<file path="src/rtl/fetch_pkg.sv">
// Shared fetch-stage types and constants.
// FETCH_PERF_EN enables the stall/flush counters in fetch_unit.
package fetch_pkg;

    localparam int unsigned XLEN = 32;
    localparam logic [31:0] DEFAULT_RESET_PC = 32'h8002_0000;
    localparam int unsigned PC_INC = 4;

    typedef struct packed {
        logic [XLEN-1:0] pc;
        logic [XLEN-1:0] instr;
    } fetch_entry_t;

endpackage

</file>
<file path="src/rtl/fetch_queue.sv">
// Flushable synchronous FIFO of PC-tagged instructions.
// Flush wins over push; pointers wrap naturally at a power-of-2 depth.
module fetch_queue
    import fetch_pkg::*;
#(
    parameter int unsigned DEPTH = 4,
    parameter type entry_t = fetch_entry_t,
    localparam int unsigned PW = $clog2(DEPTH),
    localparam int unsigned CW = $clog2(DEPTH + 1)
) (
    input  logic          clock,
    input  logic          reset,
    input  logic          push,
    input  logic          pop,
    input  logic          flush,
    input  entry_t        data,
    output logic [CW-1:0] count,
    output entry_t        head
);

    entry_t        mem [DEPTH];
    logic [PW-1:0] wr_ptr;
    logic [PW-1:0] rd_ptr;

    assign head = mem[rd_ptr];

    always_ff @(posedge clock) begin
        if (reset || flush) begin
            wr_ptr <= '0;
            rd_ptr <= '0;
            count  <= '0;
        end else begin
            if (push) wr_ptr <= wr_ptr + PW'(1);
            if (pop)  rd_ptr <= rd_ptr + PW'(1);
            case ({push, pop})
                2'b10:   count <= count + CW'(1);
                2'b01:   count <= count - CW'(1);
                default: count <= count;
            endcase
        end
    end

    always_ff @(posedge clock) begin
        if (push && !flush) mem[wr_ptr] <= data;
    end

endmodule

</file>
<file path="src/rtl/fetch_unit.sv">
// Instruction fetch front end: PC, one-deep I$ request tracking, redirect flush.
// Define FETCH_PERF_EN to add saturating stall/flush performance counters.
module fetch_unit
    import fetch_pkg::*;
#(
    parameter int unsigned ADDR_W = 32,
    parameter int unsigned DATA_W = 32,
    parameter int unsigned DEPTH = 4,
    parameter logic [ADDR_W-1:0] RESET_PC = ADDR_W'(DEFAULT_RESET_PC)
) (
    input  logic              clock,
    input  logic              reset,
    output logic              ic_req,
    output logic [ADDR_W-1:0] ic_addr,
    input  logic              ic_ack,
    input  logic              ic_rvalid,
    input  logic [DATA_W-1:0] ic_rdata,
    input  logic              redirect,
    input  logic [ADDR_W-1:0] redirect_pc,
    output logic              out_valid,
    output logic [DATA_W-1:0] out_instr,
    output logic [ADDR_W-1:0] out_pc,
    input  logic              out_ready
`ifdef FETCH_PERF_EN
    ,
    output logic [31:0]       perf_stall_cnt,
    output logic [31:0]       perf_flush_cnt
`endif
);

    localparam int unsigned CW = $clog2(DEPTH + 1);

    typedef struct packed {
        logic [ADDR_W-1:0] pc;
        logic [DATA_W-1:0] instr;
    } entry_t;

    logic [ADDR_W-1:0] fetch_pc;
    logic [ADDR_W-1:0] req_pc;
    logic              outstanding;
    logic              drop;
    logic [CW-1:0]     count;
    entry_t            head;
    entry_t            push_data;
    logic              space;
    logic              fire;
    logic              rsp;
    logic              push;
    logic              pop;

    // The in-flight request reserves a slot so its response can never overflow
    assign space = ({1'b0, count} + (CW+1)'(outstanding)) < (CW+1)'(DEPTH);
    assign ic_req = !reset && !redirect
                 && (!outstanding || ic_rvalid) && space;
    assign ic_addr = fetch_pc;
    assign fire = ic_req && ic_ack;
    assign rsp = outstanding && ic_rvalid;
    assign push = rsp && !drop && !redirect;
    assign push_data = '{pc: req_pc, instr: ic_rdata};

    assign out_valid = !reset && !redirect && (count != '0);
    assign pop = out_valid && out_ready;
    assign out_pc = head.pc;
    assign out_instr = head.instr;

    fetch_queue #(
        .DEPTH   (DEPTH),
        .entry_t (entry_t)
    ) u_queue (
        .clock (clock),
        .reset (reset),
        .push  (push),
        .pop   (pop),
        .flush (redirect),
        .data  (push_data),
        .count (count),
        .head  (head)
    );

    always_ff @(posedge clock) begin
        if (reset) begin
            fetch_pc    <= RESET_PC;
            req_pc      <= '0;
            outstanding <= 1'b0;
            drop        <= 1'b0;
        end else if (redirect) begin
            fetch_pc    <= redirect_pc & ~ADDR_W'(3);
            // A response still in flight belongs to the old stream
            outstanding <= outstanding && !ic_rvalid;
            drop        <= outstanding && !ic_rvalid;
        end else begin
            if (rsp) begin
                outstanding <= 1'b0;
                drop        <= 1'b0;
            end
            if (fire) begin
                outstanding <= 1'b1;
                req_pc      <= fetch_pc;
                fetch_pc    <= fetch_pc + ADDR_W'(PC_INC);
            end
        end
    end

`ifdef FETCH_PERF_EN
    always_ff @(posedge clock) begin
        if (reset) begin
            perf_stall_cnt <= '0;
            perf_flush_cnt <= '0;
        end else begin
            if (!out_valid && out_ready && perf_stall_cnt != '1)
                perf_stall_cnt <= perf_stall_cnt + 32'd1;
            if (redirect && perf_flush_cnt != '1)
                perf_flush_cnt <= perf_flush_cnt + 32'd1;
        end
    end
`endif

endmodule
</file>
<file path="config.mk">
export PLATFORM = sky130hd
export DESIGN_NAME = fetch_unit
export DESIGN_NICKNAME = d
export VERILOG_FILES = /design/src/rtl/fetch_pkg.sv /design/src/rtl/fetch_queue.sv /design/src/rtl/fetch_unit.sv
export SDC_FILE = /design/constraint.sdc
export NUM_CORES = 1
export LEC_CHECK = 0
export CORE_MARGIN = 2
export CORE_UTILIZATION = 59
export DETAILED_ROUTE_END_ITERATION = 8
export HOLD_SLACK_MARGIN = 0.12
export PLACE_DENSITY = 0.85
export SYNTH_ARGS = -nofsm -noshare
export SYNTH_HDL_FRONTEND = slang
export SYNTH_HIERARCHICAL = 1
export SYNTH_SLANG_ARGS = --single-unit
</file>
<file path="constraint.sdc">
create_clock -name clock -period 12.6 [get_ports clock]
set_clock_uncertainty 0.15 [all_clocks]
set_input_delay 3.78 -clock clock [delete_from_list [all_inputs] [get_ports clock]]
set_output_delay 3.78 -clock clock [all_outputs]
set_load 0.01 [all_outputs]
</file>
Figure 1. Metal 1.
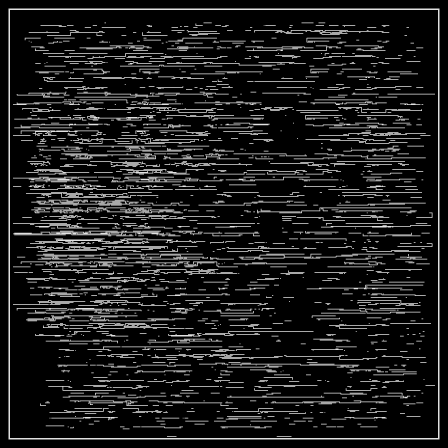
885 nets have wire on it. The layer carries 10200 µm of wire. The layer holds 41% of the routed length.
total number of vias: 7082
DRT Wirelength: 25000 µm
met1 usage in global routing: 30.6%

Figure 2. Metal 2.
Bar = 50 µm. Cells faint in the background.
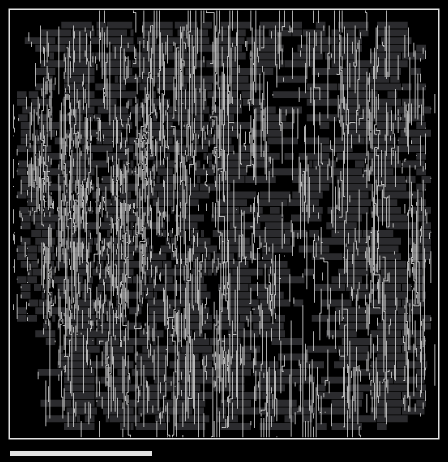
The longest straight run is 50.0 µm. The layer holds 49% of the routed length.
met2 GRT Util: 37.4%

Figure 3. Signal wires on met3.
Bar = 50 µm.
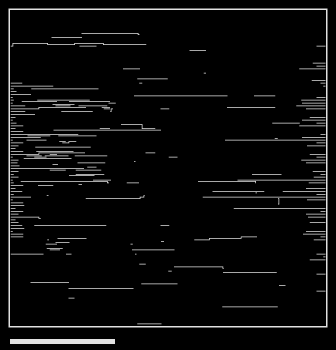
The longest straight run is 58.2 µm. The layer holds 8.2% of the routed length.
GRT met3 Usage: 4.31%

Figure 4. Signal wires on met4.
Cells faint in the background.
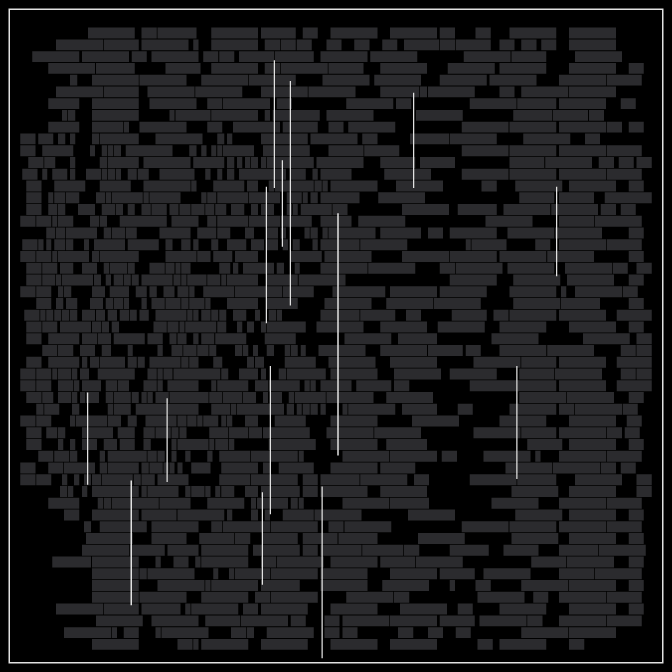
The wires run mostly vertical. The longest straight run is 55.8 µm. The layer holds 1.7% of the routed length. 8 nets have wire on it.

Figure 5. Congestion heat map.
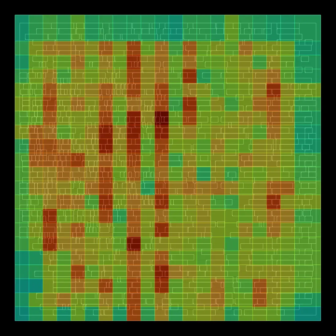
post-DR wirelength/cell: 20.5 µm
Total GRT Usage: 22.3%
gr busiest metal: met2
fin util: 73.6%

==> kinds of logic after synthesis <==
| logic type | share of synthesized area [%] |
|---|---|
| XOR/XNOR | 1.38 |
| AND-OR/OR-AND | 4.68 |
| other | 0.0295 |
| multiplexers | 11.8 |
| flip-flops | 71.6 |
| adder cells (fa/ha/maj) | 0.747 |
| buffers and inverters | 2.73 |
| AND/OR/NAND/NOR | 7.09 |
==> power by group <==
part           switching (mW)  total (mW)  internal (mW)
clock                   0.367       0.917          0.551
sequential             0.0150        1.18           1.17
combinational          0.0380      0.0806         0.0426
==> how the worst max path moves through the flow <==
| stage | from | to | slack, ns | depth (start not counted) |
|---|---|---|---|---|
| 6_report | ic_rvalid | ic_req | 2.94 | 4 |
| 5_1_grt | ic_rvalid | ic_req | 2.84 | 4 |
| 4_1_cts | ic_rvalid | ic_req | 2.94 | 4 |
| 3_5_place_dp | ic_rvalid | ic_req | 2.97 | 4 |
| 3_3_place_gp | ic_rvalid | ic_req | 2.93 | 4 |
| 2_1_floorplan | ic_rvalid | ic_req | 3.96 | 2 |
==> flip-flops by register name (all words and copies together) (netlist names), named ones only <==
name            count
drop                1
ic_addr            30
outstanding         1
req_pc             30
u_queue/count       3
u_queue/mem       256
u_queue/rd_ptr      2
u_queue/wr_ptr      2
==> metrics by stage <==
stage                     power (mW)  util [%]  worst slack [ns]
after floorplan                 1.23         -              3.96
after global placement          1.28      68.8              2.93
after detailed placement        1.28      68.8              2.97
after CTS                       2.20      73.6              2.94
after global routing            2.25      73.6              2.84
final                           2.18      73.6              2.94
==> per-layer routing <==
layer,vias to the layer above,routed length [µm]
li1,3248,-
met1,3524,10200
met2,274,12300
met3,36,2030
met4,0,418
met5,-,0
==> flow_summary_export.csv <==
group,metric,value,unit
sta,tightest_slew,1.11,ns
placed_design,placed_cell_area,14500,µm²
worst_setup_path,worstPathRequired,8.67,ns
sta,rsz0062_at_grt,"no",
floorplan,die_h,151,µm
route,ant_nets,0,
placed_design,place_congestion,0.834,
run_status,outcome,"complete, no violations",
finish,drive_gt1_share,14.5,%
floorplan,dieWidth,151,µm
worst_setup_path,r2r_end,"u_queue/mem[2][19]",
global_routing,grt_pass1_wl,38700,µm
placed_design,dp_hpwl,14800,µm
sta,slew_headroom,26.1,%
cts,htreeDepth,1,
finish,lay_top_cells,"edfxtp_1 (256), clkdlybuf4s50_1 (162), nand2_1 (80)",
worst_setup_path,crit_top_cell,"clkdlybuf4s50_1",
worst_setup_path,cp_num_buf_inv,2,
floorplan,tapCellCount,275,
synth,ys_ff,327,
floorplan,core_area,21100,µm²
synth,synth_area,12700,µm²
sta,slew_viol_final,0,
worst_setup_path,endpoint_kind,"output pin",
finish,ff_count,327,
worst_setup_path,cp_cell_sequence,"clkdlybuf4s50_1 -> a21bo_2 -> a2111oi_0 -> clkdlybuf4s50_1",
power,leakage,4.92,nW
finish,buffers,168,
synth,yosysUniqueCellTypes,59,
global_routing,grt_max_degree,70,
min_path,hp-class,"flop to flop",
finish,syn_to_final_growth,21.9,%
route,routed_via_density,5.83,
route,drtIter0Drc,402,
synth,common_cells,"edfxtp_1 (256), nand2_1 (80), dfxtp_1 (71)",
synth,top_cell,"edfxtp_1",
worst_setup_path,cp_max_fo,5,
floorplan,initial_core_util,60.3,%
finish,clkbuf_count,37,
cts,clk_pin_slew_worst_paths,0.06,ns
synth,ys_async_sr_fraction,0,%
cts,clock-sinks,327,
synth,yosys.area.top_type_share,60.4,%
worst_setup_path,r2r_start,"outstanding",
worst_setup_path,crit_family,"buffers and inverters",
finish,dominant_cells,"sequential cells",
finish,inv_count,15,
Power and IR drop assume default switching activity.
